**Run 1: the metal 2 layer**

Cells faint in the background.
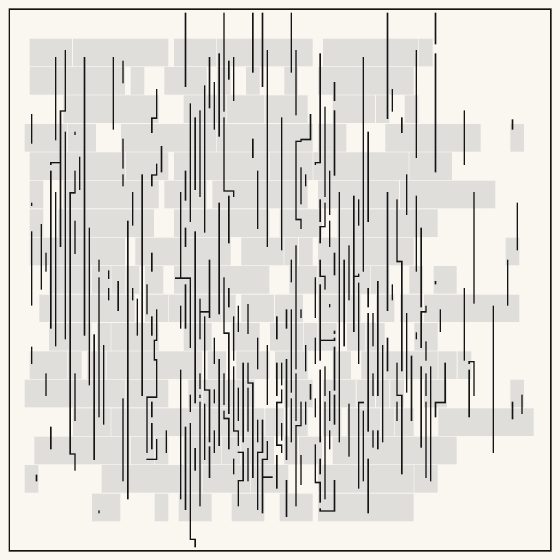
**Run 1: wires at chosen ports, followed through buffers**

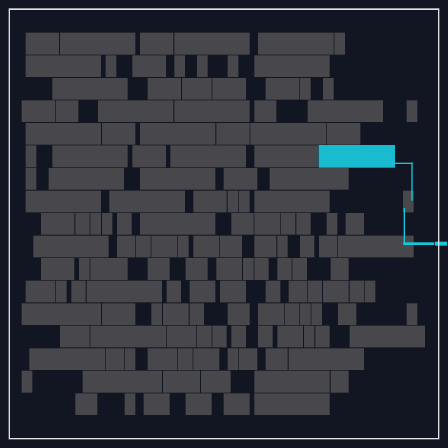
**Run 1: cell outlines without signal wires**

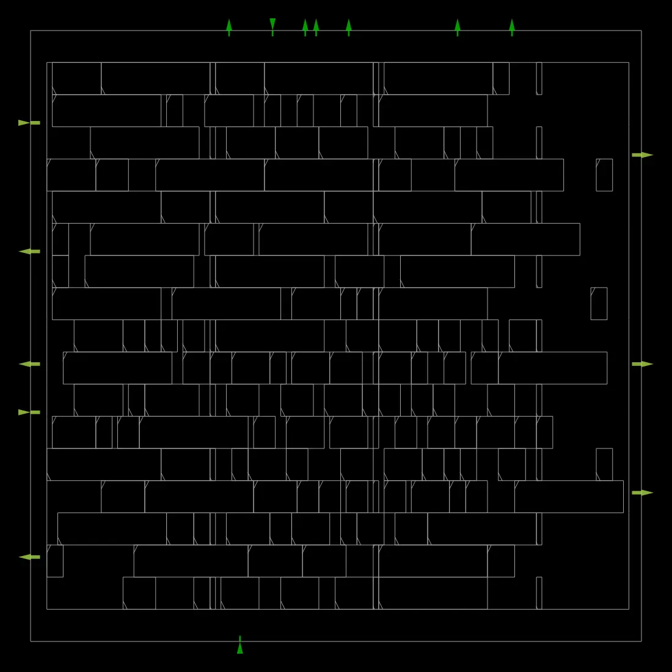
File: src/rtl/uart_pkg.sv
// Definitions shared by the UART receiver and transmitter: FSM states and
// default frame geometry.
package uart_pkg;

    localparam int DATA_BITS_DEF  = 8;
    localparam int OVERSAMPLE_DEF = 16;

    typedef enum logic [2:0] {
        IDLE,
        START,
        DATA,
        PARITY,
        STOP
    } uart_state_t;

endpackage

File: src/rtl/uart_rx_if.sv
// Receive-side result bus of uart_rx: the received byte plus its status strobes.
interface uart_rx_if
    import uart_pkg::*;
#(
    parameter int DATA_BITS = DATA_BITS_DEF
);

    logic [DATA_BITS-1:0] rx_data;
    logic                 rx_valid;
    logic                 rx_busy;
    logic                 frame_err;
    logic                 parity_err;

    modport master (output rx_data, rx_valid, rx_busy, frame_err, parity_err);
    modport slave  (input  rx_data, rx_valid, rx_busy, frame_err, parity_err);

endinterface

File: src/rtl/sync_2ff.sv
// Two-flop synchronizer for one asynchronous bit, with a selectable reset value.
module sync_2ff #(
    parameter logic RST_VAL = 1'b1
) (
    input  logic clk,
    input  logic reset,
    input  logic d,
    output logic q
);

    logic meta;

    always_ff @(posedge clk or posedge reset) begin
        if (reset) begin
            meta <= RST_VAL;
            q    <= RST_VAL;
        end else begin
            meta <= d;
            q    <= meta;
        end
    end

endmodule

File: src/rtl/uart_rx.sv
// Oversampling UART receiver, LSB first, mid-bit sampling on tick_16x.
// Define UART_RX_PARITY_EN to add an even-parity bit ahead of the stop bit.
module uart_rx
    import uart_pkg::*;
#(
    parameter int DATA_BITS  = DATA_BITS_DEF,
    parameter int OVERSAMPLE = OVERSAMPLE_DEF
) (
    input  logic      clk,
    input  logic      reset,
    input  logic      tick_16x,
    input  logic      rx_pin,
    uart_rx_if.master bus
);

    localparam int CNT_W = (OVERSAMPLE > 2) ? $clog2(OVERSAMPLE) : 1;
    localparam int BIT_W = $clog2(DATA_BITS + 1);
    localparam logic [CNT_W-1:0] CNT_MID  = CNT_W'(OVERSAMPLE / 2 - 1);
    localparam logic [CNT_W-1:0] CNT_LAST = CNT_W'(OVERSAMPLE - 1);
    localparam logic [BIT_W-1:0] BIT_LAST = BIT_W'(DATA_BITS - 1);

    uart_state_t          state;
    logic [CNT_W-1:0]     cnt;
    logic [CNT_W-1:0]     cnt_next;
    logic [BIT_W-1:0]     bit_cnt;
    logic [DATA_BITS-1:0] shreg;
    logic [DATA_BITS-1:0] data_q;
    logic                 rx_s;
    logic                 rx_prev;
    logic                 valid_q;
    logic                 busy_q;
    logic                 ferr_q;
`ifdef UART_RX_PARITY_EN
    logic                 par_bit;
    logic                 perr_q;
`endif

    sync_2ff #(.RST_VAL(1'b1)) u_sync (
        .clk   (clk),
        .reset (reset),
        .d     (rx_pin),
        .q     (rx_s)
    );

    assign cnt_next = (cnt == CNT_LAST) ? '0 : cnt + CNT_W'(1);

    always_ff @(posedge clk or posedge reset) begin
        if (reset) begin
            state   <= IDLE;
            cnt     <= '0;
            bit_cnt <= '0;
            shreg   <= '0;
            data_q  <= '0;
            rx_prev <= 1'b1;
            valid_q <= 1'b0;
            busy_q  <= 1'b0;
            ferr_q  <= 1'b0;
`ifdef UART_RX_PARITY_EN
            par_bit <= 1'b0;
            perr_q  <= 1'b0;
`endif
        end else begin
            rx_prev <= rx_s;
            valid_q <= 1'b0;
            ferr_q  <= 1'b0;
`ifdef UART_RX_PARITY_EN
            perr_q  <= 1'b0;
`endif
            // State entries below override this free-running advance with a clear.
            if (tick_16x) begin
                cnt <= cnt_next;
            end

            case (state)
                IDLE: begin
                    // Edge-triggered so a held-low (break) line cannot restart a frame.
                    if (rx_prev && !rx_s) begin
                        state <= START;
                        cnt   <= '0;
                    end
                end

                START: begin
                    if (tick_16x && cnt == CNT_MID) begin
                        cnt <= '0;
                        if (!rx_s) begin
                            state   <= DATA;
                            busy_q  <= 1'b1;
                            bit_cnt <= '0;
                        end else begin
                            state <= IDLE;
                        end
                    end
                end

                DATA: begin
                    if (tick_16x && cnt == CNT_LAST) begin
                        shreg   <= {rx_s, shreg[DATA_BITS-1:1]};
                        bit_cnt <= bit_cnt + BIT_W'(1);
                        if (bit_cnt == BIT_LAST) begin
                            cnt   <= '0;
`ifdef UART_RX_PARITY_EN
                            state <= PARITY;
`else
                            state <= STOP;
`endif
                        end
                    end
                end

`ifdef UART_RX_PARITY_EN
                PARITY: begin
                    if (tick_16x && cnt == CNT_LAST) begin
                        par_bit <= rx_s;
                        cnt     <= '0;
                        state   <= STOP;
                    end
                end
`endif

                STOP: begin
                    if (tick_16x && cnt == CNT_LAST) begin
                        if (rx_s) begin
                            data_q  <= shreg;
                            valid_q <= 1'b1;
`ifdef UART_RX_PARITY_EN
                            perr_q  <= ^{shreg, par_bit};
`endif
                        end else begin
                            ferr_q <= 1'b1;
                        end
                        busy_q <= 1'b0;
                        cnt    <= '0;
                        state  <= IDLE;
                    end
                end

                default: begin
                    busy_q <= 1'b0;
                    cnt    <= '0;
                    state  <= IDLE;
                end
            endcase
        end
    end

    assign bus.rx_data   = data_q;
    assign bus.rx_valid  = valid_q;
    assign bus.rx_busy   = busy_q;
    assign bus.frame_err = ferr_q;
`ifdef UART_RX_PARITY_EN
    assign bus.parity_err = perr_q;
`else
    assign bus.parity_err = 1'b0;
`endif

endmodule

File: src/flat_wrapper.sv
// flat-port wrapper written by rule: the top's interface ports become plain ports
module uart_rx_flat import uart_pkg::*;
#(
    parameter int DATA_BITS  = DATA_BITS_DEF,
    parameter int OVERSAMPLE = OVERSAMPLE_DEF
)
  (clk, reset, tick_16x, rx_pin, bus_rx_data, bus_rx_valid, bus_rx_busy, bus_frame_err, bus_parity_err);
  uart_rx_if #(.DATA_BITS(DATA_BITS)) bus_i ();
  input  logic clk;
  input  logic reset;
  input  logic tick_16x;
  input  logic rx_pin;
  output wire logic [$bits(bus_i.rx_data)-1:0] bus_rx_data;
  output wire logic [$bits(bus_i.rx_valid)-1:0] bus_rx_valid;
  output wire logic [$bits(bus_i.rx_busy)-1:0] bus_rx_busy;
  output wire logic [$bits(bus_i.frame_err)-1:0] bus_frame_err;
  output wire logic [$bits(bus_i.parity_err)-1:0] bus_parity_err;
  assign bus_rx_data = bus_i.rx_data;
  assign bus_rx_valid = bus_i.rx_valid;
  assign bus_rx_busy = bus_i.rx_busy;
  assign bus_frame_err = bus_i.frame_err;
  assign bus_parity_err = bus_i.parity_err;
  uart_rx #(.DATA_BITS(DATA_BITS), .OVERSAMPLE(OVERSAMPLE)) u_core (.clk(clk), .reset(reset), .tick_16x(tick_16x), .rx_pin(rx_pin), .bus(bus_i));
endmodule
File: config.mk
export PLATFORM = sky130hd
export DESIGN_NAME = uart_rx_flat
export DESIGN_NICKNAME = d
export VERILOG_FILES = /design/src/rtl/uart_pkg.sv /design/src/rtl/uart_rx_if.sv /design/src/rtl/sync_2ff.sv /design/src/rtl/uart_rx.sv /design/src/flat_wrapper.sv
export SDC_FILE = /design/constraint.sdc
export NUM_CORES = 1
export LEC_CHECK = 0
export CAP_MARGIN = 20
export CORE_UTILIZATION = 62
export CTS_BUF_LIST = sky130_fd_sc_hd__clkbuf_2 sky130_fd_sc_hd__clkbuf_4 sky130_fd_sc_hd__clkbuf_8
export CTS_CLUSTER_DIAMETER = 100
export DETAILED_ROUTE_END_ITERATION = 16
export PLACE_DENSITY = 0.95
export RECOVER_POWER = 100
export SLEW_MARGIN = 25
export SYNTH_ARGS = -nofsm -noshare
export SYNTH_HDL_FRONTEND = slang
export SYNTH_SLANG_ARGS = --single-unit
export TNS_END_PERCENT = 100
File: constraint.sdc
create_clock -name clk -period 3.3 [get_ports clk]
set_input_delay 0.99 -clock clk [delete_from_list [all_inputs] [get_ports clk]]
set_output_delay 0.99 -clock clk [all_outputs]
set_load 0.1 [all_outputs]
==> notes.md, run 1 <==
The following summarizes the physical implementation.

Run status
The run finished with clean final reports.

STA
Derived from the worst setup path, the maximum achievable clock frequency is between 300 and 400 MHz. The pin closest to its max-slew limit shows a slew of 1.17 ns. The worst clock skew is 0.0101 ns.

The time the final worst path needs with I/O delays and setup is 2.63 ns. In the final report, the number of endpoints failing setup comes to 0. Of the available clock period, the critical path in the final layout requires 0.797.

The number of hold violations in the final report is 0. Max-slew check failures listed in the final report amount to 0. The summed negative setup slack over all endpoints is 0 ns. Setup repair after global routing left no endpoint under its margin. The max-slew check reports its worst relative slack as 0.225.

Final layout
The number of filler cells placed in the layout is approximately 160. The number of antenna diodes in the final layout is 0. Per the final layout report, the fraction of cells sized above drive strength 1 comes to 0.215.

The final layout net count is 149. The area growth from synthesis to layout is 6.71%.

Clocking
The cell sitting at the root of the clock tree is a clkbuf_4. The insertion delay to the later sink of the worst-skew pair is 0.34 ns. Buffers inserted to repair hold after CTS numbered 0. The clock tree from TritonCTS is done. The count of instances resized after the clock tree is built is 0. The number of clock sinks seen by CTS is 33.

The number of buffers inserted during clock tree synthesis is 5. The count of H-tree levels built during CTS is 2. The clock-pin slew of the registers on the worst-case setup and hold paths is 0.10 ns. The number of setup buffers added after CTS is 0. The maximum root-to-sink buffer count is 2.

Yosys
The cell total in the yosys stat output is 128. Each instance of the synthesized netlist takes up on average 11.9 um^2. The cell area after synthesis is 1530 um^2. The chip area line in the Yosys stat output reads 1530 um^2. The number of distinct library cells after synthesis is 37. Synthesis produced a netlist with a net count of 134. The register bit count reported by yosys is 33. Of all cell types, the one taking the most synthesized area is dfrtp_1. In this run, synthesis inferred 0 flip-flops with an integrated enable. After synthesis, the share of flip-flops with an asynchronous set or reset is 1.00.

For this run, the leading register cell type out of synthesis is dfrtp_1. Per Yosys stat, the portion of area used by sequential elements is 0.543. Yosys attributes the largest share of cell area to dfrtp_1, mux2_2, dfstp_2.

The top-area cell type share of the netlist area is 0.491. The count of synthesis-stage warnings from yosys is 0. The number of instances in the synthesized netlist is 128.

Global route
Summed over all routing layers, the global router reports a total usage of 0.252. The initial antenna violation count was 0. Entering global routing, the biggest net connects 34 pins.

The global-route wire length before repair is 4620 um. The via count of the first global-routing pass is 1021. The total congestion overflow is 0.

Route
The first TritonRoute pass finished after 4 iterations. After detailed routing, the total wire length is 2730 um. The detail-routed via count per cell is 5.96. In the final routed layout, each cell accounts on average for about 16 um. Summing over every cut layer, the via total after detailed routing is 1025. The tally of nets with antenna violations remaining after routing is 0. Detailed-route iteration 0 reported a violation count of 34. The post-detailed-route DRC marker count is 0.

Worst setup path
Per STA, the startpoint of the critical path is tick_16x. Across all register-to-register paths, the minimum setup slack is approximately 1.4 ns. The category of the worst setup path capture point is a flip-flop. The critical path required time is 3.52 ns. STA classifies the critical path startpoint as a primary input. The startpoint of the lowest-slack register-to-register path is u_core.cnt[0]$_DFF_PP0_. On the critical path the data arrives at approximately 2.9 ns. The critical path capture point is u_core.shreg[6]$_DFFE_PP0P_. The worst setup path is of the primary input to flip-flop kind. The biggest fanout along the worst timing path is 11. The worst register-to-register path ends at u_core.shreg[6]$_DFFE_PP0P_. For the worst flop-to-flop path, the logic depth is 4.

Min path
In this run the worst hold path is classified as flip-flop to flip-flop. The launch instance of the worst min-delay path is u_core.u_sync.meta$_DFF_PP1_. The worst hold path passes through 0 cells. The worst hold path terminates at u_core.u_sync.q$_DFF_PP1_.

Die
The floorplan die height is about 52 um. The number of top-level pins is 16. The width of the die is between 50 and 60 um. The floorplan core area is 2280 um^2. The die outline area is 2670 um^2.

The initial cell density of the core is 0.672.

Pwr
The power density of the placed cells is 613 nW/um^2. The maximum vdd ir drop is 505 uV. The leakage power figure is 0.777 nW.

The final total power is roughly 1 mW.

Placement
The sum of net half-perimeters after detailed placement is 1770 um. Buffers placed on the I/O ports in this run total 14. The global placement routability congestion is about 0.86.

Run
The number of maximum-capacitance constraint violations is 0. The stage-log warning count is 26.
## Picture notes: 'the metal 2 layer'
wire length on this layer	1310 um
nets with wire on the layer	130
longest straight run	26.5 um
main direction	vertical
share of all routed wire	48%

## Picture notes: 'wires at chosen ports, followed through buffers'
color	port	bits	direction	end cells	buffers	wire
cyan	bus_frame_err	1	output	1	1	14.4 um

## Picture notes: 'cell outlines without signal wires'
Post-Layout Cell Count: 172
sequential share of cell area: 0.508
flop count: 33
row count: 17

## run 1: layer usage
metal / up-vias / share of wire / global-route usage
met5: - / 0 / 0
met4: 0 / 0.023 / 0.198
met3: 5 / 0.059 / 0.0760
met2: 39 / 0.48 / 0.353
met1: 500 / 0.44 / 0.326
li1: 481 / - / -
## run 1: logic make-up (layout without fill, tap and decap cells)
family          Yosys count  count (layout)  share of synthesized area
xor+xnor                  2               2                     0.0115
buf+inv                  12              28                     0.0507
mux                      18              18                      0.131
fa+ha+maj                 2               2                     0.0164
compound gates           22              22                     0.0843
simple gates             38              38                      0.161
other cells               1               1                    0.00245
flops                    33              33                      0.543
## run 1: per-stage QoR
stage / util / hold slack [ns] / cells / worst slack, ns / area [um^2]
6_report: 0.717 / 0.369 / 172 / 0.669 / 1630
5_1_grt: 0.717 / 0.377 / 172 / 0.623 / 1630
4_1_cts: 0.738 / 0.365 / 172 / 0.936 / 1680
3_5_place_dp: 0.714 / 0.351 / 164 / 0.589 / 1630
3_3_place_gp: 0.714 / 0.346 / 164 / 0.656 / 1630
2_1_floorplan: - / 0.345 / 128 / 1.18 / 1530
## run 1: cells in the mapped netlist, types with 2 or more instances
cell	number
mux2_2	16
nand2_1	5
dfrtp_1	30
buf_6	3
nor2_1	9
nor4b_1	3
nand4b_1	3
o21ai_0	6
nand2b_1	2
or2_2	2
ha_1	2
dfstp_2	3
a21oi_1	10
inv_1	5
nor2b_1	2
buf_4	2
and3_1	2
nand3_1	2
mux2i_1	2
buf_2	2
## run 1: power breakdown
group	internal, mW	switching (mW)	total (mW)
logic	0.110	0.116	0.226
registers	0.472	0.0760	0.548
clock network	0.0893	0.136	0.225
## run 1: area by class of cell
| cell class | instances | area [um^2] | area share |
|---|---|---|---|
| clock buffers | 6 | 45.0 | 0.0276 |
| clock inverters | 2 | 10.0 | 0.00613 |
| inverters | 5 | 18.8 | 0.0115 |
| multi-input cells | 83 | 614 | 0.377 |
| flip-flops and latches | 33 | 830 | 0.508 |
| well taps | 28 | 35.0 | 0.0215 |
| repair buffers | 15 | 78.8 | 0.0483 |
## run 1: cell usage in the layout (no fill, tap or decap), drive strengths merged, types with 2 or more instances in the layout
cell	n
dfrtp	30
clkbuf	17
mux2	16
a21oi	10
nor2	9
o21ai	6
nand2	5
inv	5
nand4b	3
nor4b	3
dlygate4sd3	3
dfstp	3
or2	2
nand2b	2
nor2b	2
and3	2
mux2i	2
nand3	2
nor3	2
ha	2
clkinv	2
## run 1: flip-flops by register name (all words and copies together), names as in the netlist
name	count
u_core.bus.rx_data	8
u_core.shreg	8
u_core.bit_cnt	4
u_core.cnt	4
u_core.state	3
u_core.bus.frame_err	1
u_core.bus.rx_busy	1
u_core.bus.rx_valid	1
u_core.rx_prev	1
u_core.u_sync.meta	1
u_core.u_sync.q	1
## run 1: worst max-delay path, stage by stage
cell	delay [ns]
dlygate4sd3_1	0.71
and4_1	0.48
and2_4	0.31
mux2_2	0.36
==> run 2, diff against run 1 <==
--- a/config.mk
+++ b/config.mk
@@ -6,11 +6,11 @@
 export NUM_CORES = 1
 export LEC_CHECK = 0
 export CAP_MARGIN = 20
-export CORE_UTILIZATION = 62
+export CORE_UTILIZATION = 52
 export CTS_BUF_LIST = sky130_fd_sc_hd__clkbuf_2 sky130_fd_sc_hd__clkbuf_4 sky130_fd_sc_hd__clkbuf_8
 export CTS_CLUSTER_DIAMETER = 100
 export DETAILED_ROUTE_END_ITERATION = 16
-export PLACE_DENSITY = 0.95
+export PLACE_DENSITY = 0.89
 export RECOVER_POWER = 100
 export SLEW_MARGIN = 25
 export SYNTH_ARGS = -nofsm -noshare
==> constraint.sdc (replaced) <==
create_clock -name clk -period 2.4 [get_ports clk]
set_input_delay 0.72 -clock clk [delete_from_list [all_inputs] [get_ports clk]]
set_output_delay 0.72 -clock clk [all_outputs]
set_load 0.1 [all_outputs]
==> notes.md, run 2 <==
The following summarizes the physical implementation.

Final layout
The number of diodes is 0. Relative to the synthesized area, the layout overhead comes to 10.4%. Per the cell usage report, the commonest logic cells after layout are dfrtp_1, mux2_2, clkbuf_2, a21oi_1, nor2_1. The most frequently placed logic cell in the final layout is dfrtp_1. The final layout net count is approximately 150. The layout report lists the combined flip-flop and latch area as 830 um^2.

Die
Per the OpenROAD floorplan log, the area of the core is 2780 um^2. The initial cell density of the core is 0.550. The initialized floorplan defines 19 standard-cell rows.

The floorplan step set the die width to 56.2 um. The die outline area is 3160 um^2. The floorplan die height is between 50 and 60 um.

Pwr
For this design the ratio of total power to cell area is 883 nW/um^2. Total power for the finished layout comes to 1.49 mW. The maximum vdd ir drop is 588 uV.

Worst setup path
The kind of critical path is primary input to flip-flop. The register-to-register setup slack is 0.50 ns. The critical path required time is between 2 and 3 ns. The number of cells on the critical path is 4. The startpoint type of the worst setup path is a primary input. The signal arrival time at the worst endpoint is 2.34 ns. The worst setup path is captured at a flip-flop.

The report shows a maximum critical-path fanout of 11. In this run the critical register-to-register path is captured at u_core.shreg[7]$_DFFE_PP0P_. The startpoint of the lowest-slack register-to-register path is u_core.cnt[0]$_DFF_PP0_.

For this design, the slowest cell found on the critical path is dlygate4sd3_1. The family of cells with the greatest summed delay on the critical path is simple AND/OR/NAND/NOR gates.

Clocking
The clock tree root driver cell is clkbuf_4. Looking at the worst setup and hold paths, the clock pins of their registers show a slew of 0.09 ns. CTS reports a maximum clock tree buffer depth of 2. The number of clock sinks seen by CTS is 33. The post-CTS setup repair buffer count is 0. The count of H-tree levels built during CTS is 2. After clock tree synthesis, the flow added hold-fix buffers numbering 0. The insertion delay to the later sink of the worst-skew pair is between 0.3 and 0.4 ns. Per the TritonCTS log, the buffer count is 5.

Yosys
The synthesized chip area reported by yosys is 1530 um^2. The mean area per synthesized cell is between 10 and 15 um^2. The cell with the most instances after synthesis is dfrtp_1. The synth_stat.txt file lists the number of cells as 128.

Among the non-sequential cells, simple AND/OR/NAND/NOR gates take the most area. In this run, the synthesized area fraction spent on adder and majority cells is recorded as 0.0164. The async set-reset flop share out of synthesis is 1.00. The net count of the mapped netlist is between 100 and 150. In this run, distinct cell masters in the synthesized netlist total 37. The complex-gate fraction of the synthesized area is 0.0843. The register bit count reported by yosys is 33. The share of synthesized area in the top cell type comes to 0.491. The cell type with the largest total area after synthesis is dfrtp_1. The number of instances in the synthesized netlist is between 100 and 150.

After synthesis, the cell types taking the most area are dfrtp_1, mux2_2, dfstp_2. The post-synthesis share of cell area spent on and, or, nand and nor gates is 0.161. Summing all multiplexer cells gives an area fraction of 0.131. The count of flip-flops with a built-in enable after synthesis is 0.

STA
For this run, the final setup violation count is recorded as 0. Counting endpoints that fail hold in the final report gives 0. The number of max-slew violations in the final report is 0. The portion of the clock cycle consumed by the worst path in the final layout is 0.885. Counting I/O delays and the setup requirement, the final critical path takes 2.12 ns. The transition time of the tightest slew-check pin is 0.788 ns.

Timing would allow up to 471 MHz.

Run status
The run finished with clean final reports.

Placement
The global placement routability congestion is 0.850. The sum of net half-perimeters after detailed placement is about 1600 um.

Global route
The initial antenna violation count came to 0. Entering global routing, the biggest net connects 34 pins.

Run
The stage-log warning count is 26.

Min path
Hold analysis shows the worst path with a depth of 0.

Route
The initial DRC count is 9. The DRC violation total left in the routed layout is recorded as 0. Per the detail_route report, vias per standard cell equal about 5.7.

In this run the remaining antenna-violating nets after routing total 0.
==> run 2: cell types whose count changed in the layout (fill, tap and decap cells not counted) <==
cell,previous run,this run
clkbuf_2,0,12
clkbuf_1,11,0
clkinv_2,2,0
bufinv_16,0,1
clkbuf_8,0,1
==> run 2: area by class of cell <==
type                            count  area share
Tap cell                           31      0.0230
Clock inverter                      1      0.0178
Sequential cell                    33       0.491
Multi-Input combinational cell     83       0.364
Clock buffer                        7      0.0348
Timing Repair Buffer               16      0.0578
Inverter                            5      0.0111
==> run 2: where the power goes <==
group          switching, mW  internal [mW]
registers             0.0967          0.649
logic                  0.152          0.152
clock network          0.180          0.260
total                  0.429           1.06
==> run 2: logic make-up after synthesis <==
kind of cell               count (synthesis)
DFF                                       33
adders and majority gates                  2
muxes                                     18
buffers and inverters                     12
and+or+nand+nor                           38
other                                      1
xor gates and xnor gates                   2
AOI/OAI and AO/OA                         22
==> run 2: routing by layer <==
metal | share of wire | track usage | up-vias | wire length [um]
met5 | 0 | 0 | - | 0
met4 | 0.020 | 0.101 | 0 | 48
met3 | 0.049 | 0.0721 | 5 | 116
met2 | 0.51 | 0.294 | 22 | 1210
met1 | 0.43 | 0.210 | 487 | 1020
li1 | - | - | 482 | -
==> run 2: metrics by stage <==
step                utilization  worst slack, ns  hold WS, ns  area [um^2]  std cells
floorplan                     -            0.547        0.345         1530        128
global placement          0.588            0.210        0.347         1640        168
detailed placement        0.588            0.175        0.350         1640        168
CTS                       0.620            0.527        0.364         1730        176
global route              0.607            0.242        0.376         1690        176
finish                    0.607            0.276        0.369         1690        176
==> run 2: worst max-delay path by stage <==
stage | slack (ns) | from | endpoint
after floorplan | 0.55 | tick_16x | u_core.shreg[0]$_DFFE_PP0P_
after global placement | 0.21 | tick_16x | u_core.shreg[0]$_DFFE_PP0P_
after detailed placement | 0.18 | tick_16x | u_core.shreg[4]$_DFFE_PP0P_
after CTS | 0.53 | tick_16x | u_core.shreg[7]$_DFFE_PP0P_
after global routing | 0.24 | tick_16x | u_core.shreg[0]$_DFFE_PP0P_
final | 0.28 | tick_16x | u_core.shreg[7]$_DFFE_PP0P_
==> run 2: worst reg2reg max path, delay by kind of cell (launching register included) <==
kind | cells | cell delay (ns)
flip-flops | 1 | 0.42
adder cells (fa/ha/maj) | 1 | 0.25
multiplexers | 1 | 0.36
AND/OR/NAND/NOR | 2 | 0.76
**Run 2: metal 3**

Scale bar: 20 um.
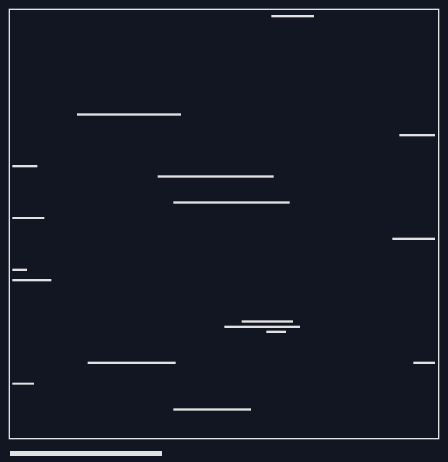
share of all routed wire	4.9%
longest straight run	14.9 um
wire length on this layer	116 um
main direction	horizontal
fraction of met3 tracks used by global routing: 0.0721
Routed Wire Length: 2390 um
detailed-route via count: 996

**Run 2: placement by cell class**

Fill, decap, tap and diode cells in gray.
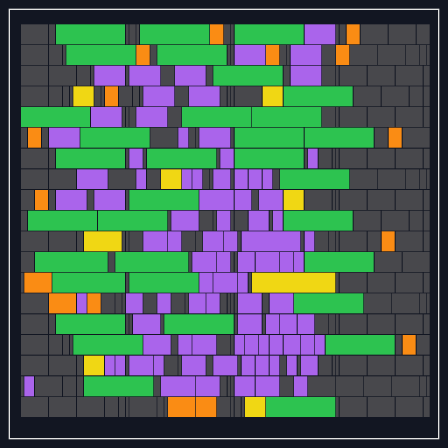
color	class	cells	share of their area
purple	all other logic	88	38%
green	flops	33	50%
orange	other buffers and delay cells	16	5.9%
yellow	clock drivers and dummy loads	8	5.4%

**Run 2: wires at chosen ports, followed through buffers**

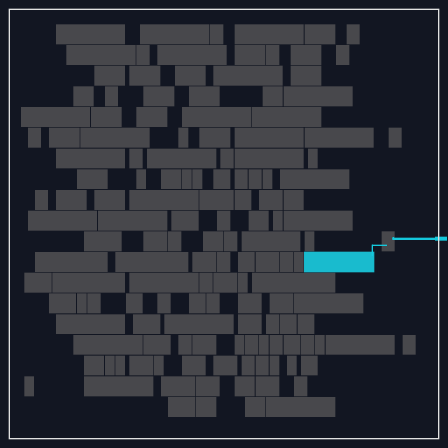
color	port	bits	direction	end cells	buffers	wire
cyan	bus_frame_err	1	output	1	1	8.70 um
Port Buffer Count: 14
Ports: 16

Power and IR drop assume default switching activity.
